==> config.mk <==
export PLATFORM = sky130hd
export DESIGN_NAME = vidc_clk_meter
export DESIGN_NICKNAME = d
export VERILOG_FILES = /design/src/rtl/vidc_clk_meter.sv
export SDC_FILE = /design/constraint.sdc
export NUM_CORES = 1
export LEC_CHECK = 0
export CAP_MARGIN = 5
export CELL_PAD_IN_SITES_DETAIL_PLACEMENT = 1
export CELL_PAD_IN_SITES_GLOBAL_PLACEMENT = 1
export CORE_ASPECT_RATIO = 1.2
export CORE_UTILIZATION = 42
export CTS_BUF_LIST = sky130_fd_sc_hd__clkbuf_4
export CTS_CLUSTER_SIZE = 10
export DETAILED_ROUTE_END_ITERATION = 6
export PLACE_DENSITY_LB_ADDON = 0.15
export REMOVE_ABC_BUFFERS = 1
export SLEW_MARGIN = 40
export SYNTH_ARGS = -nofsm -noshare
export SYNTH_HDL_FRONTEND = slang
export SYNTH_SLANG_ARGS = --single-unit
==> constraint.sdc <==
create_clock -name clk -period 11 [get_ports clk]
set_clock_uncertainty 0.1 [all_clocks]
set_input_delay 2.75 -clock clk [delete_from_list [all_inputs] [get_ports clk]]
set_output_delay 2.75 -clock clk [all_outputs]
set_load 0.005 [all_outputs]
==> src/rtl/vidc_clk_meter.sv <==
// Pixel-clock frequency meter: counts synchronised toggle edges over a fixed
// sys_clk gate window and tracks whether successive counts agree.
module vidc_clk_meter #(
    parameter int GATE_CYCLES = 62500,
    parameter int CW          = 16,
    parameter int TOL         = 4,
    parameter int STABLE_N    = 3,
    parameter int MIN_EDGES   = 16
) (
    input  logic          clk,
    input  logic          reset_n,
    input  logic          clk_tgl_in,
    output logic [CW-1:0] meas_count,
    output logic          meas_valid,
    output logic          clk_stable,
    output logic          clk_changed,
    output logic          clk_absent
);

    localparam int GW = (GATE_CYCLES > 1) ? $clog2(GATE_CYCLES) : 1;
    localparam int MW = $clog2(STABLE_N + 1);
    localparam logic [GW-1:0] GATE_LAST = GW'(GATE_CYCLES - 1);
    localparam logic [CW-1:0] CNT_MAX   = '1;
    localparam logic [CW-1:0] MIN_E     = CW'(MIN_EDGES);
    localparam logic [CW:0]   TOL_X     = (CW+1)'(TOL);
    localparam logic [MW-1:0] MC_DONE   = MW'(STABLE_N);

    typedef enum logic {ACQUIRE, STABLE} state_t;

    state_t         r_state, w_state_nxt;
    logic           r_s1, r_s2, r_s3;
    logic [GW-1:0]  r_gate;
    logic [CW-1:0]  r_edge_cnt;
    logic           r_first;
    logic [CW-1:0]  r_ref, w_ref_nxt;
    logic [MW-1:0]  r_match_cnt, w_mc_nxt;
    logic [CW-1:0]  r_meas_count;
    logic           r_meas_valid;
    logic           r_changed, w_changed_nxt;
    logic           r_absent;

    logic           w_edge, w_term, w_accept, w_absent, w_in_tol;
    logic [CW-1:0]  w_result;
    logic [CW:0]    w_m_x, w_ref_x, w_diff;

    assign w_edge   = r_s2 ^ r_s3;
    assign w_term   = (r_gate == GATE_LAST);
    // An edge landing on the terminal cycle still belongs to the closing window.
    assign w_result = (r_edge_cnt == CNT_MAX) ? CNT_MAX : r_edge_cnt + CW'(w_edge);
    assign w_accept = w_term & ~r_first;
    assign w_absent = (w_result < MIN_E);
    assign w_m_x    = {1'b0, w_result};
    assign w_ref_x  = {1'b0, r_ref};
    assign w_diff   = (w_m_x >= w_ref_x) ? (w_m_x - w_ref_x) : (w_ref_x - w_m_x);
    assign w_in_tol = (w_diff <= TOL_X);

    always_ff @(posedge clk) begin
        if (!reset_n) begin
            r_s1         <= 1'b0;
            r_s2         <= 1'b0;
            r_s3         <= 1'b0;
            r_gate       <= '0;
            r_edge_cnt   <= '0;
            r_first      <= 1'b1;
            r_ref        <= '0;
            r_match_cnt  <= '0;
            r_meas_count <= '0;
            r_meas_valid <= 1'b0;
            r_changed    <= 1'b0;
            r_absent     <= 1'b0;
        end else begin
            r_s1 <= clk_tgl_in;
            r_s2 <= r_s1;
            r_s3 <= r_s2;
            if (w_term) begin
                r_gate     <= '0;
                r_edge_cnt <= '0;
                r_first    <= 1'b0;
            end else begin
                r_gate <= r_gate + GW'(1);
                if (w_edge && (r_edge_cnt != CNT_MAX))
                    r_edge_cnt <= r_edge_cnt + CW'(1);
            end
            r_meas_valid <= w_accept;
            if (w_accept) begin
                r_meas_count <= w_result;
                r_absent     <= w_absent;
            end
            r_ref       <= w_ref_nxt;
            r_match_cnt <= w_mc_nxt;
            r_changed   <= w_changed_nxt;
        end
    end

    always_ff @(posedge clk) begin
        if (!reset_n) r_state <= ACQUIRE;
        else          r_state <= w_state_nxt;
    end

    always_comb begin
        w_state_nxt   = r_state;
        w_ref_nxt     = r_ref;
        w_mc_nxt      = r_match_cnt;
        w_changed_nxt = 1'b0;
        if (w_accept) begin
            case (r_state)
                ACQUIRE: begin
                    if (w_absent) begin
                        w_ref_nxt = w_result;
                        w_mc_nxt  = '0;
                    end else if (w_in_tol && (r_match_cnt != '0)) begin
                        w_mc_nxt = r_match_cnt + MW'(1);
                        if (w_mc_nxt == MC_DONE)
                            w_state_nxt = STABLE;
                    end else begin
                        w_ref_nxt = w_result;
                        w_mc_nxt  = MW'(1);
                    end
                end
                STABLE: begin
                    // Reference is frozen while settled; slow drift is not tracked.
                    if (w_absent || !w_in_tol) begin
                        w_state_nxt   = ACQUIRE;
                        w_changed_nxt = 1'b1;
                        w_ref_nxt     = w_result;
                        w_mc_nxt      = w_absent ? '0 : MW'(1);
                    end
                end
                default: w_state_nxt = ACQUIRE;
            endcase
        end
    end

    assign meas_count  = r_meas_count;
    assign meas_valid  = r_meas_valid;
    assign clk_stable  = (r_state == STABLE);
    assign clk_changed = r_changed;
    assign clk_absent  = r_absent;

endmodule

==> results.ini <==
[run_status]
status=finished clean

[final_timing]
final-hold-violation-count=0
tns_ns=0
rsz0062_at_grt=no
fin_crit_sh=0.5255
worst_pin_slew_ns=0.6833
holdWs_ns=0.3575
slew_headroom=0.5423
fin_crit_ns=5.780
setup_viol=0

[critical_path]
start_kind=flip-flop
cp_top_family=simple AND/OR/NAND/NOR gates
crit_chain=xor2_1, ha_1, ha_1, and3_1, nand3_1, nor2_1, a31oi_1, a31oi_1, ha_1, and3_4, and2_1, a31oi_4, o21ai_1, or4_1, or4_4, a2111oi_4, nand3_1, o21ai_2, o2bb2ai_1
worstSetupEndpointType=flip-flop
cp_num_cells=19
r2r_slack_ns=5.22
r2r-start=r_s2
crit_required_ns=11.23
critPathArrivalTime_ns=6.01
crit_top_cell=ha_1
r2r_end=r_ref[15]
crit_start=r_s2
rr_worst_depth=19

[die]
fp.dieArea_um2=13040
tap-cell-count=161
rows=44

[cells_and_area]
final_cell_mix=98 x nor2_1, 74 x dfxtp_1, 62 x nand2_1
fin_area_um2=5727
n_all_inverters=41
final_nets=717
mi_logic_area_um2=3491
largest_cell_class=combinational gates
flop_area_um2=1481
clk_share=0.02731
num-clock-buffers=10
num-nonclk-buffers=25
lay_top_count=nor2_1
layout-drive-gt1-share=0.08223
logic_gates=525

[clock_network]
clock-sinks=74
worstSkewPairLatency_ns=0.43
cts_max_level=3
cts.repair.resized=0
cts_tree=done
holdBufCountCts=0
post_cts_buffers=0
clk_pin_slew_ns=0.13

[synth]
synthAoiAreaFrac=0.2263
synth_area_um2=5285
ys_types=67
ys_seq_elements=74
top_area_frac=0.2803
xor_share=0.07955
yosys-dominant-comb-family=simple AND/OR/NAND/NOR gates
ys_sh_simple=0.2498
ys_async_sr_fraction=0
synth.largest_area_cell=dfxtp_1
synthCells=673
top_cell=nor2_1
avgSynthCellArea_um2=7.853
area_leaders=dfxtp_1 28%, ha_1 9.0%, nor2_1 7.0%
yosys_area_um2=5285

[power_and_ir_drop]
sequentialPower_uw=272
p_leak_uw=0.002257
powerDensity_nw_per_um2=91.39
clockPowerShare=0.367
p_switching_uw=136.2
seqPwrFrac=0.519
power.internal_uw=387.2
power_uw=523.4
powerClk_uw=192
combinationalPower_uw=59.8
pwr-share-comb=0.114

[global_routing]
grt_pass1_wl_um=24870
grt_pass1_vias=4960
antenna_found_initial=0
grt_max_degree=36

[worst_hold_path]
worstHoldStart=meas_count[14]
hold_path_class=reg -> reg

[job]
drv_cap=0

[routing]
drt-initial-drc-count=162
routed_via_density=5.707
wl_met2_um=7136
met3_wirelength_um=295
ant_nets=0
highest_layer=met4
firstDrtPassIters=4

[placed_design]
dp_slack_ns=5.201
dp_hpwl_um=11450

### M2 wires

Scale: 2 px per um.
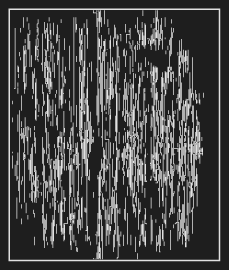
nets with wire on the layer = 626
wire length on this layer = 7,140 um
main direction = vertical
longest straight run = 70.9 um
share of all routed wire = 49%
total vias in the final route: 4,805
met2 Use GR: 0.3993
Post-Route WL: 14,600 um

### Wiring by layer

Scale: 3 px per um.
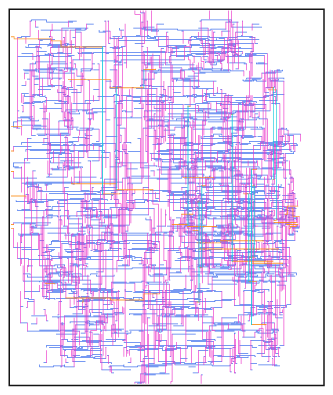
magenta -> met2  # wire length 7,140 um
blue -> met1  # wire length 6,760 um
orange -> met3  # wire length 295 um
cyan -> met4  # wire length 416 um
GR Util All Layers: 0.2362
wire per inst: 17.34 um

### Congestion heat map

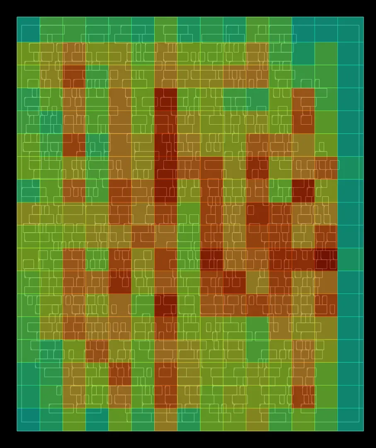
met1 Track Usage GR: 0.3001
fin util: 0.4707
Top Usage Layer GRT: met2

### Ports around the boundary

Scale: 2 px per um. Pins as bars across the die edge, other pins in gray.
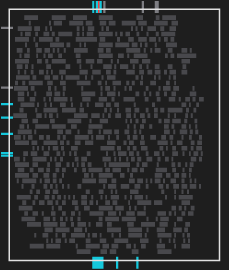
cyan -> `meas_count`  # pins 16, direction output, edge 8 bottom, 5 left, 3 top
red -> `clk_absent`  # pins 1, direction output, edge top
all pins by edge = 8 top, 8 bottom, 7 left
die height: 124.9 um
Port Buffers: 22
Die X: 104.4 um

### Wires at chosen ports, followed through buffers

Scale: 3 px per um.
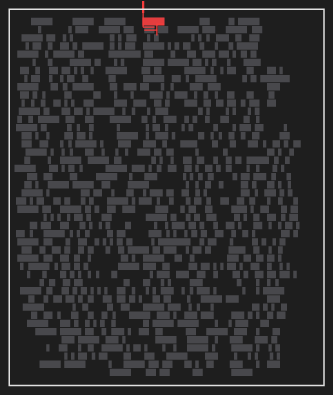
red -> `clk_absent`  # bits 1, direction output, edge top, end cells 1, buffers 1, wire 19.3 um
number of I/O pins: 23

Power is estimated from default activity; no workload was simulated.
